<file path="config.mk">
export PLATFORM = sky130hd
export DESIGN_NAME = demux_1to8
export DESIGN_NICKNAME = d
export VERILOG_FILES = /design/src/rtl/demux_1to8_pkg.sv /design/src/rtl/demux_1to8_dec3to8.sv /design/src/rtl/demux_1to8.sv
export SDC_FILE = /design/constraint.sdc
export NUM_CORES = 1
export LEC_CHECK = 0
export CAP_MARGIN = 20
export CORE_MARGIN = 2
export CORE_UTILIZATION = 40
export CTS_BUF_LIST = sky130_fd_sc_hd__clkbuf_16
export DETAILED_ROUTE_END_ITERATION = 8
export GPL_TIMING_DRIVEN = 0
export HOLD_SLACK_MARGIN = 0.08
export PLACE_DENSITY_LB_ADDON = 0.2
export SLEW_MARGIN = 20
export SYNTH_ARGS = -nofsm -noshare
export SYNTH_HDL_FRONTEND = slang
export SYNTH_HIERARCHICAL = 1
export SYNTH_SLANG_ARGS = --single-unit
</file>
<file path="constraint.sdc">
create_clock -name clk -period 0.85 [get_ports clk]
set_clock_uncertainty 0.05 [all_clocks]
set_input_delay 0.2125 -clock clk [delete_from_list [all_inputs] [get_ports clk]]
set_output_delay 0.2125 -clock clk [all_outputs]
set_load 0.01 [all_outputs]
</file>
<file path="src/rtl/demux_1to8_pkg.sv">
// -----------------------------------------------------------------------------
// demux_1to8_pkg
// Shared constants and helpers for the 1-to-8 registered demultiplexer.
//   N_OUT   : number of output lanes (fixed at 8)
//   SEL_W   : width of the lane index
//   sel_t   : lane-index type
//   onehot8 : lane index -> 8-bit one-hot code
// -----------------------------------------------------------------------------
package demux_1to8_pkg;

  localparam int N_OUT = 8;
  localparam int SEL_W = 3;

  typedef logic [SEL_W-1:0] sel_t;

  // Full case table so every index has an explicit code and nothing is inferred.
  function automatic logic [N_OUT-1:0] onehot8(input sel_t s);
    logic [N_OUT-1:0] code;
    case (s)
      3'd0:    code = 8'h01;
      3'd1:    code = 8'h02;
      3'd2:    code = 8'h04;
      3'd3:    code = 8'h08;
      3'd4:    code = 8'h10;
      3'd5:    code = 8'h20;
      3'd6:    code = 8'h40;
      3'd7:    code = 8'h80;
      default: code = 8'h00;
    endcase
    return code;
  endfunction

endpackage

</file>
<file path="src/rtl/demux_1to8_dec3to8.sv">
// -----------------------------------------------------------------------------
// dec3to8
// Purely combinational 3-to-8 one-hot decoder. Its output both gates the data
// lanes and becomes the lane-valid marker in the top level.
// Ports:
//   i_sel    : lane index 0..7
//   o_onehot : one-hot code, bit k set when i_sel == k
// -----------------------------------------------------------------------------
module dec3to8
  import demux_1to8_pkg::*;
(
  input  sel_t             i_sel,
  output logic [N_OUT-1:0] o_onehot
);

  // Decode the lane index.
  always_comb begin
    o_onehot = onehot8(i_sel);
  end

endmodule

</file>
<file path="src/rtl/demux_1to8.sv">
// -----------------------------------------------------------------------------
// demux_1to8
// Registered 1-to-8 demultiplexer. When enabled, din is routed to lane sel of
// z, every other lane is cleared, and z_vld carries the one-hot code of sel.
// All outputs come straight from flops (1-cycle latency, no input-to-output
// combinational path). Reset is synchronous, active high, and wins over en.
//
// Build option:
//   DEMUX_1TO8_HOLD_EN  defined   -> a disabled cycle holds z / z_vld
//                       undefined -> a disabled cycle clears z / z_vld
//
// Ports:
//   clk   : clock, all state updates on the rising edge
//   rst   : synchronous active-high reset
//   en    : routing enable
//   din   : data to route (DATA_W bits)
//   sel   : destination lane 0..7
//   z     : 8 lanes of DATA_W bits, lane k at [k*DATA_W +: DATA_W]
//   z_vld : one-hot marker of the lane carrying data
// -----------------------------------------------------------------------------
module demux_1to8
  import demux_1to8_pkg::*;
#(
  parameter int DATA_W = 1,
  parameter int N_OUT  = 8
)
(
  input  logic                    clk,
  input  logic                    rst,
  input  logic                    en,
  input  logic [DATA_W-1:0]       din,
  input  sel_t                    sel,
  output logic [N_OUT*DATA_W-1:0] z,
  output logic [N_OUT-1:0]        z_vld
);

  logic [N_OUT-1:0]        w_onehot;
  logic [N_OUT*DATA_W-1:0] w_lanes;
  logic [N_OUT*DATA_W-1:0] w_z_next;
  logic [N_OUT-1:0]        w_vld_next;
  logic [N_OUT*DATA_W-1:0] r_z;
  logic [N_OUT-1:0]        r_z_vld;

  dec3to8 u_dec (
    .i_sel    (sel),
    .o_onehot (w_onehot)
  );

  // Gate din onto the selected lane; all other lanes are forced to zero so a
  // lane switch clears the old lane on the same edge that loads the new one.
  always_comb begin
    w_lanes = {(N_OUT*DATA_W){1'b0}};
    for (int k = 0; k < N_OUT; k++) begin
      if (w_onehot[k]) begin
        w_lanes[k*DATA_W +: DATA_W] = din;
      end else begin
        w_lanes[k*DATA_W +: DATA_W] = {DATA_W{1'b0}};
      end
    end
  end

  // Next-state selection; the build option only changes the disabled cycle.
  always_comb begin
    w_z_next   = {(N_OUT*DATA_W){1'b0}};
    w_vld_next = {N_OUT{1'b0}};
    if (en) begin
      w_z_next   = w_lanes;
      w_vld_next = w_onehot;
    end else begin
`ifdef DEMUX_1TO8_HOLD_EN
      w_z_next   = r_z;
      w_vld_next = r_z_vld;
`else
      w_z_next   = {(N_OUT*DATA_W){1'b0}};
      w_vld_next = {N_OUT{1'b0}};
`endif
    end
  end

  // Output registers with synchronous reset taking priority over routing.
  always_ff @(posedge clk) begin
    if (rst) begin
      r_z     <= {(N_OUT*DATA_W){1'b0}};
      r_z_vld <= {N_OUT{1'b0}};
    end else begin
      r_z     <= w_z_next;
      r_z_vld <= w_vld_next;
    end
  end

  assign z     = r_z;
  assign z_vld = r_z_vld;

endmodule

</file>
==> GITHUB_STEP_SUMMARY <==
## Implementation flow summary

| Metric | Value |
|---|---|
| Clock buf/inv share | `8.63%` |
| Gate count after technology mapping | `42` |
| Worst Hold Launch | `sel[0]` |
| H-tree depth | `1` |
| Layout Nets | `76` |
| Clock buffer count | `3` |
| First-pass GRT wire length | `1940 microns` |
| Final sequential cell count | `16` |
| Instance area at placement | `805 sq um` |
| Buffers plus inverters on the worst setup path | `1` |
| Initial antenna violation count | `0` |
| Cell group occupying the most layout area | `sequential cells` |
| Max Slew Vio Count | `0` |
| Antenna cells | `0` |
| Number of vias per cell | `4.84` |
| Largest cells by area | `dfxtp_1 (57%), and3b_1 (12%), and4b_2 (12%)` |
| Peak clock frequency supported by timing | `1.09 GHz` |
| Peak supply drop | `0.00111 V` |
| Post-synth top cells | `dfxtp_1 (16), and3b_1 (8), and4b_2 (6)` |
| Crit start category | `flip-flop` |
| Critical path arrival | `0.66 ns` |
| Core utilization of the finished layout | `66.0%` |
| Flip-flops with a built-in enable | `0` |
| Number of hold violations in the final report | `0` |
| Setup slack after placement | `-0.567 ns` |
| Sort of element at the end of the critical path | `output port` |
| Final instance count without filler cells | `82` |
| Number of cell instances after yosys synthesis | `42` |
| Clock tree from TritonCTS | `yes` |
| Sequence of cells on the critical path | `buf_6` |
| Run status | `complete, but fails checks` |
| Largest stage delay, worst path | `0.31 ns` |
| Most used DFF post-synth | `dfxtp_1` |
| Pin count of the biggest net entering global routing | `11` |
| Count of inverters not on the clock network in the layout | `0` |
| Worst slew pin tran | `0.237 ns` |
| Met1 Wirelength | `480 microns` |
| CTS Buf Count | `3` |
| Met2 wire length | `457 microns` |
| Fraction of final layout cells with drive strength greater than 1 | `67.2%` |
| Avg Cell Area, Syn | `13.5 sq um` |
| Peak fanout along the critical path | `1` |
| Total met3 wirelength after detailed routing | `59 microns` |
| Leakage power figure | `0.444 nW` |
| Cycle use final | `108%` |
| Tightest Hold Check Type | `input port to flip-flop` |
| P per Cell Area | `2000 nW/um^2` |
| Routed len/inst | `12.1 microns` |
| Worst-case headroom to the max-slew limit | `84.2%` |
| Register bit count reported by yosys | `16` |
| Unrepaired setup endpoints after global routing | `true` |
| Tmin final | `0.920 ns` |
| Chip Footprint | `1730 sq um` |
| Total number of warnings across the stage logs | `28` |
| Total half-perimeter wirelength after legalization and detailed placement | `694 microns` |
| Nets at Floorplan | `49` |
| Max-cap violation count | `0` |
| Fraction of synthesized cell area taken by the top area cell type | `56.6%` |
| Placed Cells | `79` |
| Tap cells | `15` |
| Number of placement rows | `13` |
| Total power consumption of the routed design | `1.74 mW` |
| Most frequent cell after synthesis | `dfxtp_1` |
| Critical path data required time | `0.59 ns` |
| Maximum number of buffers from clock root to sink | `2` |
| Via count of the first global-routing pass | `424` |
| Cell type with the largest total area after synthesis | `dfxtp_1` |
| Post-cts hold-fix buffer tally | `0` |
| Floorplan core area | `1320 sq um` |
| Number of ports placed on the die boundary | `23` |
| Slowest cell on the critical path | `dfxtp_2` |
| Total number of multi-input combinational cells | `24` |
| Portion of the post-synthesis area used by sequential elements | `56.6%` |
| Gate Area | `238 sq um` |
| Clock root buffer | `clkbuf_16` |
| Hold slack | `0.350 ns` |
| Category of the most critical setup path | `flip-flop to output port` |
| Violations in the final reports | `setup timing` |
| Total track usage | `14.8%` |
| Global-route congestion overflow total | `0` |
| Register area | `330 sq um` |
| Post-detailed-routing wire length | `996 microns` |
| Proportion of synthesized flip-flops having asynchronous set or reset | `0%` |
| Fraction of cell area in non-clock buffers | `23.9%` |
| Dominant delay contributor by cell family on the critical path | `flip-flops` |
| Number of warnings reported in the yosys synthesis log | `6` |
| Core Density at Floorplan | `42.9%` |
| Chip area estimate from yosys synthesis | `566 sq um` |
| Unique masters post-synth | `9` |
| Sum of negative setup slack | `-1.02 ns` |
| Critical Path Start | `z[4]` |
| Final setup vio count | `16` |
| Gp weighted congestion | `0.726` |
| Count of TritonRoute iterations in the first routing pass | `3` |
| Final Worst Setup Slack | `-0.0704 ns` |
| Highest metal layer with signal wires | `met3` |
| Antenna viol nets, final | `0` |
| Endpoint of the worst hold-timing path | `z_vld[0]` |
| Synthesized cell area | `566 sq um` |
| Share of cell area taken by flip-flops and latches | `38.0%` |
| Clock-pin slew on the worst setup and hold paths | `0.04 ns` |
| Number of instances on the worst hold path | `3` |
| Violation count after the first detailed-routing iteration | `3` |
| Number of filler cells placed in the layout | `109` |
| Vias after detailed routing | `397` |
| Count of clock tree sinks | `16` |
| Fraction of area in multi-input gates | `27.3%` |
| DRC violation count after routing | `0` |
-- sequential cells by signal (all words and copies together) (netlist names) --
register	flops
z	8
z_vld	8
-- routing by layer --
layer	vias to the layer above	GRT usage [%]
met4	0	7.74
met3	0	3.91
met1	173	20.1
met2	15	21.3
met5	-	0
li1	209	-
-- worst max path at each step --
stage	slack, ns	end	cells past startpoint
after CTS	-0.09	z[4]	1
final	-0.07	z[4]	1
after global placement	-0.54	z[6]	3
after floorplan	0.1	z[3]	2
after global routing	-0.10	z_vld[4]	1
after detailed placement	-0.57	z[6]	3
-- cells by family (layout without fill, tap and decap cells) --
family / Yosys count / count (layout) / synth area share [%]
and+or+nand+nor: 24 / 24 / 39.4
DFF: 16 / 16 / 56.6
buffers and inverters: 2 / 27 / 3.98
-- power by group --
group | leakage [nW] | switching, mW | internal, mW | total, mW
clock network | 0.0370 | 0.240 | 0.613 | 0.853
registers | 0.133 | 0.00284 | 0.764 | 0.767
logic | 0.274 | 0.0542 | 0.0627 | 0.117
total | 0.444 | 0.297 | 1.44 | 1.74
-- timing repair --
item / in CTS / in global routing
buffers inserted: 0 / 0
cloned: 0 / 0
endpoints found under the setup margin: 32 / 23
gates resized: 76 / 22
-- cells in the final DEF (no fill, tap or decap) --
cell type / count
and3_2: 1
and3b_1: 8
and3b_2: 3
and4b_1: 2
and4b_2: 6
buf_2: 9
buf_6: 10
clkbuf_16: 3
clkdlybuf4s15_1: 1
clkdlybuf4s15_2: 2
dfxtp_1: 8
dfxtp_2: 8
dlygate4sd2_1: 2
nor3_1: 1
nor3b_2: 3
**Ports around the boundary**

The bar under the picture is 10 microns long. Pins as bars across the die edge, other pins in grey.
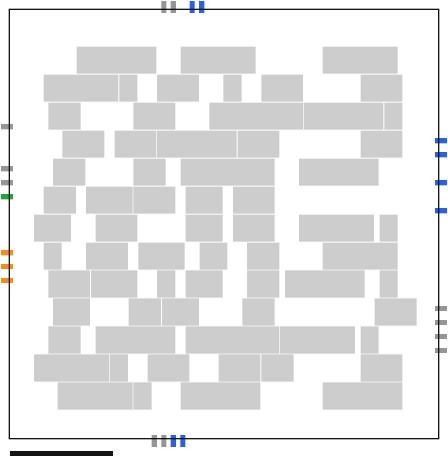
[`sel`] orange | pins: 3 | direction: input | edge: left
[`z`] blue | pins: 8 | direction: output | edge: 4 right, 2 bottom, 2 top
[`rst`] green | pins: 1 | direction: input | edge: left
all pins by edge: 8 right, 7 left, 4 bottom, 4 top
horizontal extent of the die: 41.6 microns
Die Y-Extent: 41.6 microns
number of buffer cells added on primary ports: 22

**Cells by drive strength**

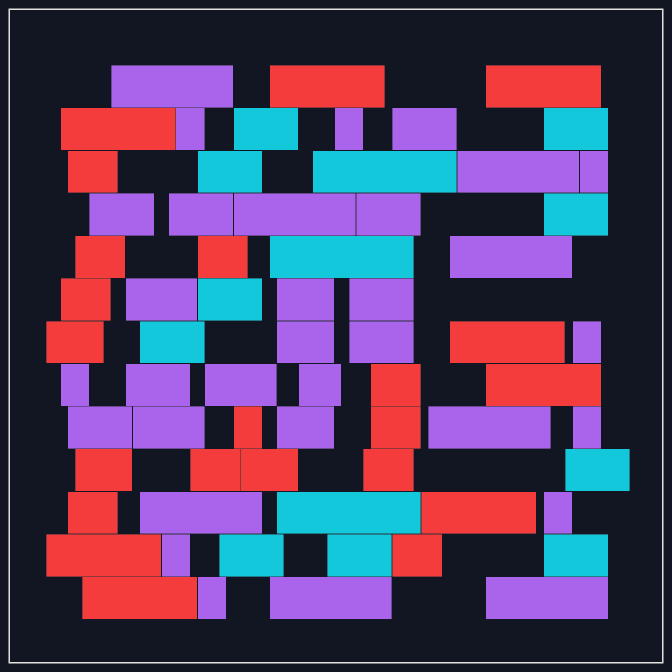
[x1 and smaller] red | cells: 22
[x6 and larger] cyan | cells: 13
[x2] purple | cells: 32
layout overhead on the synthesized area: 53.8%
area of all placed cells without fillers: 870 sq um
Final Worst Setup Slack: -0.0704 ns
non-clock buffer count in the final layout: 24

No activity file was given, so power comes from the tool's default toggle rates.
